===== src/rtl/axil_csr_pkg.sv =====
// Shared constants and state types for the AXI4-Lite CSR slave.
// Word indices are addr[ADDR_W-1:2]. Response codes follow AXI encoding.
package axil_csr_pkg;
  localparam logic [1:0] RESP_OKAY   = 2'b00;
  localparam logic [1:0] RESP_SLVERR = 2'b10;

  localparam int IDX_CTRL   = 0;
  localparam int IDX_STATUS = 1;
  localparam int IDX_CFG0   = 2;

  localparam int CTRL_START  = 0;
  localparam int CTRL_IRQ_EN = 1;
  localparam int STATUS_BUSY = 0;
  localparam int STATUS_DONE = 1;

  typedef enum logic [2:0] {
    WR_IDLE,
    WR_ADDR,
    WR_DATA,
    WR_COMMIT,
    WR_RESP
  } wr_state_t;

  typedef enum logic {
    RD_IDLE,
    RD_DATA
  } rd_state_t;
endpackage


===== src/rtl/axil_csr_regfile.sv =====
// CSR storage: byte-lane merged CFG writes, START pulse, sticky DONE, combinational read mux.
// Writes land on the commit strobe; start is registered (one cycle after commit); no backpressure.
module axil_csr_regfile
  import axil_csr_pkg::*;
#(
  parameter int DATA_W  = 32,
  parameter int NUM_CFG = 3
) (
  input  logic                            clk,
  input  logic                            rst_n,
  input  logic                            wr_ctrl,
  input  logic                            wr_status,
  input  logic [NUM_CFG-1:0]              wr_cfg,
  input  logic [DATA_W-1:0]               wr_data,
  input  logic [DATA_W/8-1:0]             wr_strb,
  input  logic                            rd_ctrl,
  input  logic                            rd_status,
  input  logic [NUM_CFG-1:0]              rd_cfg,
  output logic [DATA_W-1:0]               rd_data,
  input  logic                            core_busy,
  input  logic                            core_done,
  output logic                            start,
  output logic [NUM_CFG-1:0][DATA_W-1:0]  cfg
`ifdef AXIL_CSR_IRQ_EN
  ,
  output logic                            irq
`endif
);
  localparam int NB = DATA_W / 8;

  logic [NUM_CFG-1:0][DATA_W-1:0] cfg_q;
  logic done_q;
  logic start_q;
  logic irq_en_q;
  logic start_req;
  logic done_clr;

  // START and DONE-clear live in byte lane 0; busy is sampled at commit.
  assign start_req = wr_ctrl & wr_strb[0] & wr_data[CTRL_START] & ~core_busy;
  assign done_clr  = wr_status & wr_strb[0] & wr_data[STATUS_DONE];

  always_ff @(posedge clk or negedge rst_n) begin
    if (!rst_n) begin
      cfg_q   <= '0;
      done_q  <= 1'b0;
      start_q <= 1'b0;
    end else begin
      for (int i = 0; i < NUM_CFG; i++) begin
        for (int b = 0; b < NB; b++) begin
          if (wr_cfg[i] && wr_strb[b]) cfg_q[i][b*8 +: 8] <= wr_data[b*8 +: 8];
        end
      end
      // A same-cycle set beats the write-1-to-clear.
      done_q  <= core_done | (done_q & ~done_clr);
      start_q <= start_req;
    end
  end

`ifdef AXIL_CSR_IRQ_EN
  logic irq_q;

  always_ff @(posedge clk or negedge rst_n) begin
    if (!rst_n) begin
      irq_en_q <= 1'b0;
      irq_q    <= 1'b0;
    end else begin
      if (wr_ctrl && wr_strb[0]) irq_en_q <= wr_data[CTRL_IRQ_EN];
      irq_q <= irq_en_q & done_q;
    end
  end

  assign irq = irq_q;
`else
  assign irq_en_q = 1'b0;
`endif

  always_comb begin
    rd_data = '0;
    if (rd_ctrl) rd_data[CTRL_IRQ_EN] = irq_en_q;
    if (rd_status) begin
      rd_data[STATUS_BUSY] = core_busy;
      rd_data[STATUS_DONE] = done_q;
    end
    for (int i = 0; i < NUM_CFG; i++) begin
      if (rd_cfg[i]) rd_data = rd_data | cfg_q[i];
    end
  end

  assign start = start_q;
  assign cfg   = cfg_q;
endmodule


===== src/rtl/axil_csr_slave.sv =====
// AXI4-Lite CSR slave for the matrix core; write commits 1 cycle after AW+W held, read data 1 cycle after AR.
// One outstanding write and one outstanding read; optional irq_o with AXIL_CSR_IRQ_EN.
module axil_csr_slave
  import axil_csr_pkg::*;
#(
  parameter int DATA_W  = 32,
  parameter int ADDR_W  = 32,
  parameter int NUM_CFG = 3
) (
  input  logic                      clk,
  input  logic                      rst_n,
  input  logic [ADDR_W-1:0]         s_axi_awaddr,
  input  logic                      s_axi_awvalid,
  output logic                      s_axi_awready,
  input  logic [DATA_W-1:0]         s_axi_wdata,
  input  logic [DATA_W/8-1:0]       s_axi_wstrb,
  input  logic                      s_axi_wvalid,
  output logic                      s_axi_wready,
  output logic [1:0]                s_axi_bresp,
  output logic                      s_axi_bvalid,
  input  logic                      s_axi_bready,
  input  logic [ADDR_W-1:0]         s_axi_araddr,
  input  logic                      s_axi_arvalid,
  output logic                      s_axi_arready,
  output logic [DATA_W-1:0]         s_axi_rdata,
  output logic [1:0]                s_axi_rresp,
  output logic                      s_axi_rvalid,
  input  logic                      s_axi_rready,
  output logic                      start_o,
  output logic [NUM_CFG*DATA_W-1:0] cfg_o,
  input  logic                      core_busy_i,
  input  logic                      core_done_i
`ifdef AXIL_CSR_IRQ_EN
  ,
  output logic                      irq_o
`endif
);
  localparam int IW = ADDR_W - 2;

  wr_state_t wr_state, wr_next;
  rd_state_t rd_state, rd_next;

  logic                ready_en;
  logic [IW-1:0]       aw_idx_q;
  logic [DATA_W-1:0]   w_data_q;
  logic [DATA_W/8-1:0] w_strb_q;
  logic [DATA_W-1:0]   rdata_q;
  logic [1:0]          rresp_q;
  logic aw_hs, w_hs, ar_hs, commit;
  logic [IW-1:0] rd_idx;
  logic wr_is_ctrl, wr_is_status, wr_mapped;
  logic rd_is_ctrl, rd_is_status, rd_mapped;
  logic [NUM_CFG-1:0] wr_is_cfg, rd_is_cfg;
  logic [DATA_W-1:0] rd_mux;
  logic [NUM_CFG-1:0][DATA_W-1:0] cfg_regs;
  logic unused_addr_lsbs;

  assign unused_addr_lsbs = ^{s_axi_awaddr[1:0], s_axi_araddr[1:0]};

  // Readies stay low during reset and for the first cycle after release.
  always_ff @(posedge clk or negedge rst_n) begin
    if (!rst_n) ready_en <= 1'b0;
    else        ready_en <= 1'b1;
  end

  assign s_axi_awready = ready_en & ((wr_state == WR_IDLE) | (wr_state == WR_DATA));
  assign s_axi_wready  = ready_en & ((wr_state == WR_IDLE) | (wr_state == WR_ADDR));
  assign s_axi_bvalid  = (wr_state == WR_COMMIT) | (wr_state == WR_RESP);
  assign s_axi_arready = ready_en & (rd_state == RD_IDLE);
  assign s_axi_rvalid  = (rd_state == RD_DATA);

  assign aw_hs  = s_axi_awvalid & s_axi_awready;
  assign w_hs   = s_axi_wvalid & s_axi_wready;
  assign ar_hs  = s_axi_arvalid & s_axi_arready;
  assign commit = (wr_state == WR_COMMIT);

  always_ff @(posedge clk or negedge rst_n) begin
    if (!rst_n) begin
      wr_state <= WR_IDLE;
      rd_state <= RD_IDLE;
      aw_idx_q <= '0;
      w_data_q <= '0;
      w_strb_q <= '0;
      rdata_q  <= '0;
      rresp_q  <= RESP_OKAY;
    end else begin
      wr_state <= wr_next;
      rd_state <= rd_next;
      if (aw_hs) aw_idx_q <= s_axi_awaddr[ADDR_W-1:2];
      if (w_hs) begin
        w_data_q <= s_axi_wdata;
        w_strb_q <= s_axi_wstrb;
      end
      if (ar_hs) begin
        rdata_q <= rd_mux;
        rresp_q <= rd_mapped ? RESP_OKAY : RESP_SLVERR;
      end
    end
  end

  // B can handshake in the commit cycle itself, freeing AW/W the cycle after.
  always_comb begin
    wr_next = wr_state;
    case (wr_state)
      WR_IDLE: begin
        if (aw_hs && w_hs) wr_next = WR_COMMIT;
        else if (aw_hs)    wr_next = WR_ADDR;
        else if (w_hs)     wr_next = WR_DATA;
      end
      WR_ADDR:   if (w_hs)  wr_next = WR_COMMIT;
      WR_DATA:   if (aw_hs) wr_next = WR_COMMIT;
      WR_COMMIT: wr_next = s_axi_bready ? WR_IDLE : WR_RESP;
      WR_RESP:   if (s_axi_bready) wr_next = WR_IDLE;
      default:   wr_next = WR_IDLE;
    endcase
  end

  always_comb begin
    rd_next = rd_state;
    case (rd_state)
      RD_IDLE: if (ar_hs) rd_next = RD_DATA;
      RD_DATA: if (s_axi_rready) rd_next = RD_IDLE;
      default: rd_next = RD_IDLE;
    endcase
  end

  assign rd_idx = s_axi_araddr[ADDR_W-1:2];

  always_comb begin
    wr_is_ctrl   = (aw_idx_q == IW'(IDX_CTRL));
    wr_is_status = (aw_idx_q == IW'(IDX_STATUS));
    rd_is_ctrl   = (rd_idx == IW'(IDX_CTRL));
    rd_is_status = (rd_idx == IW'(IDX_STATUS));
    wr_is_cfg    = '0;
    rd_is_cfg    = '0;
    for (int i = 0; i < NUM_CFG; i++) begin
      wr_is_cfg[i] = (aw_idx_q == IW'(IDX_CFG0 + i));
      rd_is_cfg[i] = (rd_idx == IW'(IDX_CFG0 + i));
    end
    wr_mapped = wr_is_ctrl | wr_is_status | (|wr_is_cfg);
    rd_mapped = rd_is_ctrl | rd_is_status | (|rd_is_cfg);
  end

  assign s_axi_bresp = (s_axi_bvalid && !wr_mapped) ? RESP_SLVERR : RESP_OKAY;
  assign s_axi_rdata = rdata_q;
  assign s_axi_rresp = rresp_q;

  axil_csr_regfile #(
    .DATA_W  (DATA_W),
    .NUM_CFG (NUM_CFG)
  ) u_regfile (
    .clk       (clk),
    .rst_n     (rst_n),
    .wr_ctrl   (commit & wr_is_ctrl),
    .wr_status (commit & wr_is_status),
    .wr_cfg    ({NUM_CFG{commit}} & wr_is_cfg),
    .wr_data   (w_data_q),
    .wr_strb   (w_strb_q),
    .rd_ctrl   (rd_is_ctrl),
    .rd_status (rd_is_status),
    .rd_cfg    (rd_is_cfg),
    .rd_data   (rd_mux),
    .core_busy (core_busy_i),
    .core_done (core_done_i),
    .start     (start_o),
    .cfg       (cfg_regs)
`ifdef AXIL_CSR_IRQ_EN
    ,
    .irq       (irq_o)
`endif
  );

  assign cfg_o = cfg_regs;
endmodule

===== config.mk =====
export PLATFORM = sky130hd
export DESIGN_NAME = axil_csr_slave
export DESIGN_NICKNAME = d
export VERILOG_FILES = /design/src/rtl/axil_csr_pkg.sv /design/src/rtl/axil_csr_regfile.sv /design/src/rtl/axil_csr_slave.sv
export SDC_FILE = /design/constraint.sdc
export NUM_CORES = 1
export LEC_CHECK = 0
export CAP_MARGIN = 30
export CORE_AREA = 2 2 161 131
export CTS_CLUSTER_SIZE = 10
export DETAILED_ROUTE_END_ITERATION = 7
export DIE_AREA = 0 0 163 133
export GPL_TIMING_DRIVEN = 0
export PLACE_DENSITY = 0.76
export SYNTH_ARGS = -nofsm -noshare
export SYNTH_HDL_FRONTEND = slang
export SYNTH_SLANG_ARGS = --single-unit

===== constraint.sdc =====
create_clock -name clk -period 2.4 [get_ports clk]
set_input_delay 0.48 -clock clk [delete_from_list [all_inputs] [get_ports clk]]
set_output_delay 0.48 -clock clk [all_outputs]
set_load 0.02 [all_outputs]

Figure 1. Sequential cells colored by netlist name (run 1).
(4 px per um) Other sequential cells in the stronger gray, the rest of the logic in the fainter gray.
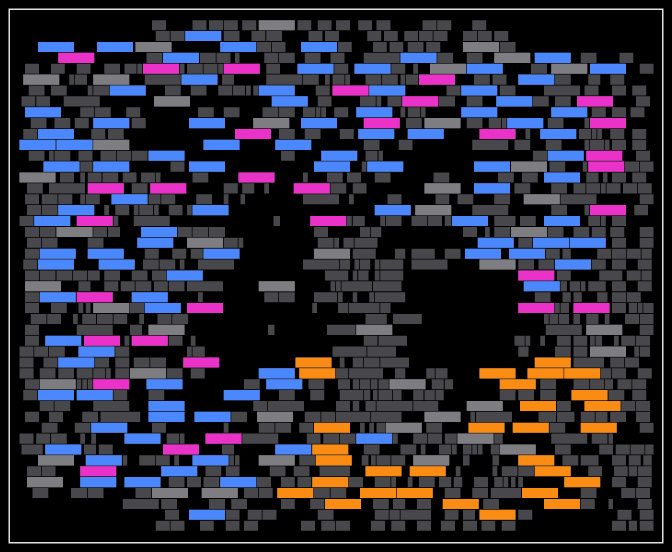
legend:
  u_regfile.cfg:
    color: blue
    flops: 96
    where: all over the die
  s_axi_rdata:
    color: magenta
    flops: 32
  aw_idx_q:
    color: orange
    flops: 30
not colored: 44
final core occ: 60.6%
flop share of the area: 41.1%

Figure 2. Placement by cell class (run 1).
(1.5 px per um)
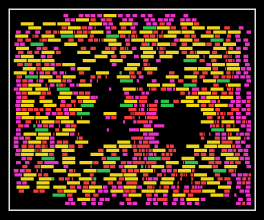
legend:
  clock drivers and dummy loads:
    color: green
    cells: 33
  remaining logic cells:
    color: red
    cells: 388
  registers:
    color: yellow
    cells: 202
  remaining buffers and delay cells:
    color: magenta
    cells: 279
CORE AREA: 20300 um^2
Row Count: 47
post-route cell area: 12300 um^2

Figure 3. Wiring by layer (run 1).
(2 px per um) Two of the layers only.
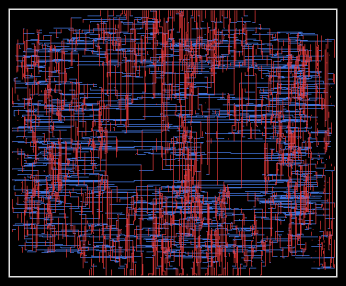
legend:
  M1:
    color: blue
    wire_length: 10300 um
  M2:
    color: red
    wire_length: 10600 um
Vias: 6087
detailed-route wire length: 23500 um
Global Route Usage Sum: 21.7%
WL per Instance: 20.1 um

==> results.json, run 1 <==
{
  "ant_nets": 0,
  "fin_nets": 1004,
  "setup_viol": 1,
  "clock-sinks": 202,
  "syn-cell-area_um2": 8520,
  "fin_crit_sh_pct": 106,
  "cp_max_fo": 2,
  "hold_viol": 0,
  "crit_arrival_ns": 2.07,
  "drc": 0,
  "critical_path_class": "register to output port",
  "ys_seq_share_pct": 59.3,
  "violations": "negative setup slack",
  "fin_ws_ns": -0.155,
  "cts_tree": "built",
  "drt_iter0_drc": 307,
  "yosysCellCount": 614,
  "yosysWarnings": 0,
  "cts_buffers": 24,
  "yosys.area.top_type": "dfrtp_1",
  "die_y_um": 133,
  "peakVddDrop_v": 0.000459,
  "cts_max_path_buffers": 3,
  "top_cell": "dfrtp_1",
  "slew_headroom_pct": 40.7,
  "hp-class": "input port to async pin",
  "maxSlewViolCount": 0,
  "common_cells": "dfrtp_1 (202), mux2_2 (162), nand2_1 (44)",
  "warning_count": 35,
  "grt_pass1_vias": 6426,
  "synthCells": 614,
  "hpwl_um": 16100,
  "grt_remaining_overflow": 0,
  "chip_area_um2": 21700,
  "critical-path-slowest-cell": "dfrtp_1",
  "pre_cts_ws_ns": -0.954,
  "ctsHtreeMaxLevel": 1,
  "viasPerCell": 5.19,
  "worst_pin_slew_ns": 0.889,
  "edf_count": 0,
  "port_buffers": 239,
  "finClkSkew_ns": 0.0240,
  "initCoreUtil_pct": 42.0,
  "fin_hold_ws_ns": 0.0540,
  "status": "finished with violations",
  "antenna_found_initial": 1,
  "end_kind": "output port",
  "grt_max_degree": 120
}
run 1: stage by stage:
| stage | utilization, % | cell area (um^2) | setup TNS [ns] | cells | power (mW) |
|---|---|---|---|---|---|
| 6_report | 60.6 | 12300 | -0.155 | 1172 | 9.11 |
| 5_1_grt | 60.6 | 12300 | -4.20 | 1171 | 9.55 |
| 3_5_place_dp | 55.6 | 11300 | -74.46 | 1124 | 5.90 |
| 2_1_floorplan | - | 8520 | 0 | 615 | 5.29 |
| 4_1_cts | 60.4 | 12300 | -0.217 | 1173 | 9.17 |
| 3_3_place_gp | 55.5 | 11300 | -1619.79 | 1123 | 5.84 |
run 1: final timing paths:
check,start,end,cells past startpoint
hold / removal,rst_n,u_regfile.cfg[70],1
setup / recovery,aw_idx_q[5],s_axi_bresp[1],6
max in group asynchronous,rst_n,u_regfile.cfg[59],2
hold reg to reg,u_regfile.done_q,u_regfile.done_q,1
setup reg to reg,aw_idx_q[5],u_regfile.cfg[91],7
min in group clk,u_regfile.done_q,u_regfile.done_q,1
run 1: sequential cells by signal, summed over array words and instances (netlist names):
register          count
u_regfile.cfg        96
ready_en              1
s_axi_rresp           1
w_data_q             32
w_strb_q              4
wr_state              3
u_regfile.start       1
s_axi_rvalid          1
aw_idx_q             30
u_regfile.done_q      1
s_axi_rdata          32
run 1: final cells by class:
cell class                 instances  area (um^2)
antenna                            1         2.50
buffer                            21          109
clock buffer                      32          631
clock inverter                     1         16.3
fill                            1614         7980
inverter                          34          128
multi-input combinational        354         3390
sequential                       202         5050
tap                              269          337
timing repair buffer             258         2640
run 1: critical path, delay by kind of cell (launching register included):
family        cells  cell delay [ns]
simple gates      4             0.82
flops             1             0.40
buf+inv           2             0.35
run 1: report_power, final:
part | switching (mW) | leakage, nW | total (mW) | internal, mW
sequential | 0.599 | 2.66 | 4.60 | 4.00
clock | 1.31 | 0.312 | 3.12 | 1.81
combinational | 0.562 | 2.42 | 1.39 | 0.828
run 1: metal layers:
layer	GRT usage, %	wire length [um]	up-vias
met3	7.52	2160	37
met2	34.5	10600	215
li1	-	-	2776
met4	4.42	452	0
met1	28.9	10300	3059
met5	0	0	-
run 1: placed cells by master (no fill, tap or decap), types with 4 or more instances in the layout:
master / n
clkdlybuf4s50_1: 234
dfrtp_1: 202
mux2_2: 162
nand2_1: 44
inv_1: 34
mux2i_1: 32
o221ai_1: 29
clkbuf_16: 24
clkbuf_1: 20
buf_4: 14
nor2_1: 9
nor4_4: 8
nor3_4: 7
buf_12: 6
nor4_1: 5
nand2b_1: 4
nor2b_1: 4
nand3_1: 4
nand4_1: 4
run 1: timing repair:
action	4_1_cts	5_1_grt
endpoints found under the setup margin	159	103
resized	38	4
cloned	0	0
pin swaps	14	6
setup buffers	16	1
run 1: kinds of logic (layout without fill, tap and decap cells):
kind of cell / count (synthesis) / count (layout) / share of synthesized area, %
mux: 194 / 194 / 25.2
buf+inv: 59 / 346 / 2.78
other cells: 2 / 4 / 0.0882
simple gates: 113 / 113 / 8.45
flops: 202 / 202 / 59.3
compound gates: 44 / 44 / 4.17
Figure 4. Placement view (run 1).
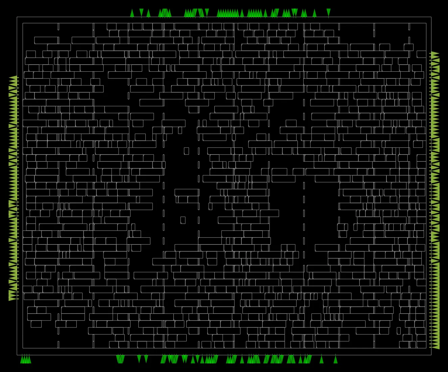

--- run 2 (diff from run 1) ---
--- a/config.mk
+++ b/config.mk
@@ -6,12 +6,13 @@
 export NUM_CORES = 1
 export LEC_CHECK = 0
 export CAP_MARGIN = 30
-export CORE_AREA = 2 2 161 131
+export CORE_AREA = 2 2 159 130
+export CTS_BUF_LIST = sky130_fd_sc_hd__clkbuf_2 sky130_fd_sc_hd__clkbuf_4 sky130_fd_sc_hd__clkbuf_8
 export CTS_CLUSTER_SIZE = 10
 export DETAILED_ROUTE_END_ITERATION = 7
-export DIE_AREA = 0 0 163 133
+export DIE_AREA = 0 0 161 132
 export GPL_TIMING_DRIVEN = 0
-export PLACE_DENSITY = 0.76
+export PLACE_DENSITY = 0.77
 export SYNTH_ARGS = -nofsm -noshare
 export SYNTH_HDL_FRONTEND = slang
 export SYNTH_SLANG_ARGS = --single-unit
Figure 5. Placement view (run 2).
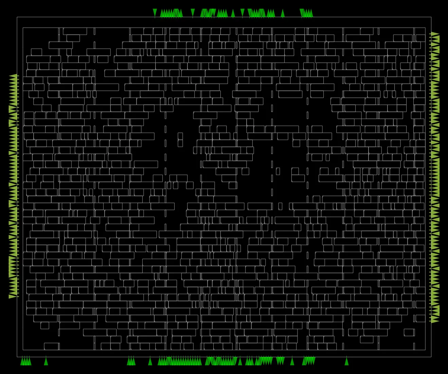
tap cells: 264
Fillers: 1562
registers: 202

Figure 6. Sequential cells colored by netlist name (run 2).
(4 px per um) Other sequential cells in the stronger gray, the rest of the logic in the fainter gray.
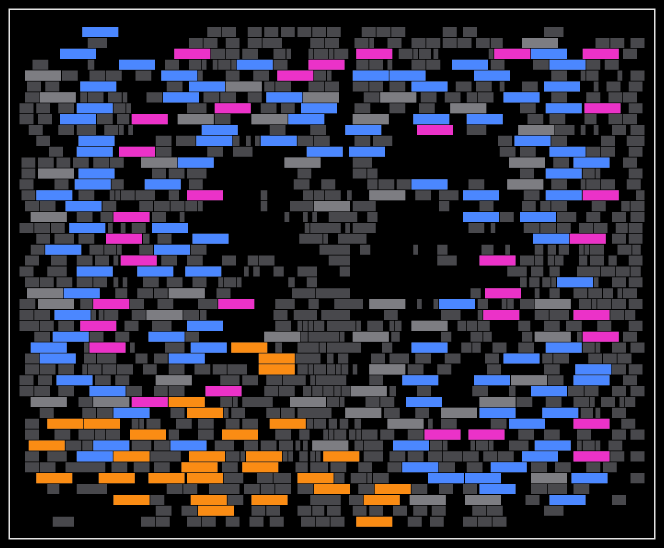
legend:
  s_axi_rdata:
    color: magenta
    flops: 32
    where: all over the die
  u_regfile.cfg:
    color: blue
    flops: 96
    where: all over the die
  aw_idx_q:
    color: orange
    flops: 30
not colored: 44
register area: 5050 um^2
Seq group: 4.62 mW

==> run 2 against run 1 <==
The flow finishes with violations (negative hold slack, negative setup slack). Flip-flop count is the same. Core utilization grew 2.7 points. Sequential share of layout area shrank 0.28 points. Critical path depth is the same. Worst setup slack gained 0.030 ns. Clock power is essentially flat. Non-clock buffer count grew 7. Register-to-register slack lost 0.03 ns. Power grew 0.49%.
==> results.json, run 2 <==
{
  "status": "finished with violations",
  "violations": "negative hold slack, negative setup slack",
  "cts_buffers": 35,
  "synthCells": 614,
  "setup_viol": 1,
  "lay_top_cells": "clkdlybuf4s50_1 (234), dfrtp_1 (202), mux2_2 (162)",
  "slew_headroom_pct": 36.7,
  "ctsHtreeMaxLevel": 2,
  "common_cells": "dfrtp_1 (202), mux2_2 (162), nand2_1 (44)",
  "hold_viol": 14,
  "core_area_um2": 19600,
  "post_drt_wl_per_cell_um": 19.8,
  "grt_pass1_vias": 6547,
  "critical-path-slowest-cell": "dfrtp_1",
  "rows": 46,
  "fin_hold_ws_ns": -0.0212,
  "crit_arrival_ns": 2.04,
  "place_inst": 1119,
  "top_cell": "dfrtp_1",
  "cts_tree": "built",
  "syn-cell-area_um2": 8520,
  "r2r_end": "u_regfile.cfg[65]",
  "fin_ws_ns": -0.125,
  "setup-tns-final_ns": -0.125,
  "worst_pin_slew_ns": 0.950,
  "drc": 0,
  "post-route-util_pct": 63.3,
  "yosysWarnings": 0,
  "antenna_found_initial": 0
}
-- run 2: netlist changes by cell type in the layout (fill, tap and decap cells not counted), sizes merged --
cell,before,now
clkbuf,48,62
diode,1,0
clkinvlp,0,3
clkinv,1,11
buf,26,34
-- run 2: logic make-up after synthesis --
logic type / count (synthesis) / synth area share [%]
compound gates: 44 / 4.17
buf+inv: 59 / 2.78
flops: 202 / 59.3
mux: 194 / 25.2
other cells: 2 / 0.0882
simple gates: 113 / 8.45
-- run 2: layout make-up --
| type | instances | area (um^2) |
|---|---|---|
| fill | 1562 | 7180 |
| sequential | 202 | 5050 |
| multi-input combinational | 354 | 3410 |
| timing repair buffer | 263 | 2650 |
| clock buffer | 47 | 609 |
| tap | 264 | 330 |
| inverter | 34 | 128 |
| buffer | 23 | 126 |
| clock inverter | 14 | 81.3 |
-- run 2: what timing repair did --
item | 4_1_cts | 5_1_grt
buffers inserted | 17 | 6
pin swaps | 14 | 9
endpoints found under the setup margin | 150 | 58
resized | 37 | 12
-- run 2: per-stage QoR --
step | area, um^2 | worst slack (ns)
finish | 12400 | -0.125
CTS | 12300 | -0.197
detailed placement | 11300 | -1.04
floorplan | 8520 | 0.158
global placement | 11200 | -7.68
global route | 12400 | -0.220
-- run 2: how the worst max path moves through the flow --
| stage | to | slack [ns] | cells after the start |
|---|---|---|---|
| floorplan | u_regfile.cfg[88] | 0.16 | 5 |
| global placement | s_axi_rdata[26] | -7.68 | 1 |
| CTS | s_axi_bresp[1] | -0.20 | 6 |
| finish | s_axi_bresp[1] | -0.12 | 6 |
| detailed placement | s_axi_rdata[27] | -1.04 | 7 |
| global route | s_axi_bresp[1] | -0.22 | 6 |
-- run 2: per-layer routing --
metal	vias to the layer above	wire (um)	part of all wire [%]	track usage (%)
li1	2833	-	-	-
met1	3135	10600	45	31.0
met2	222	10900	46	35.0
met3	29	1990	8.4	7.61
met4	0	269	1.1	4.61
met5	-	0	0	0
-- run 2: power by group --
part | total (mW) | internal (mW) | switching, mW
Sequential | 4.62 | 4.00 | 0.618
Clock | 3.09 | 1.66 | 1.43
Combinational | 1.44 | 0.861 | 0.579
Total | 9.15 | 6.53 | 2.63
Power and IR drop assume default switching activity.
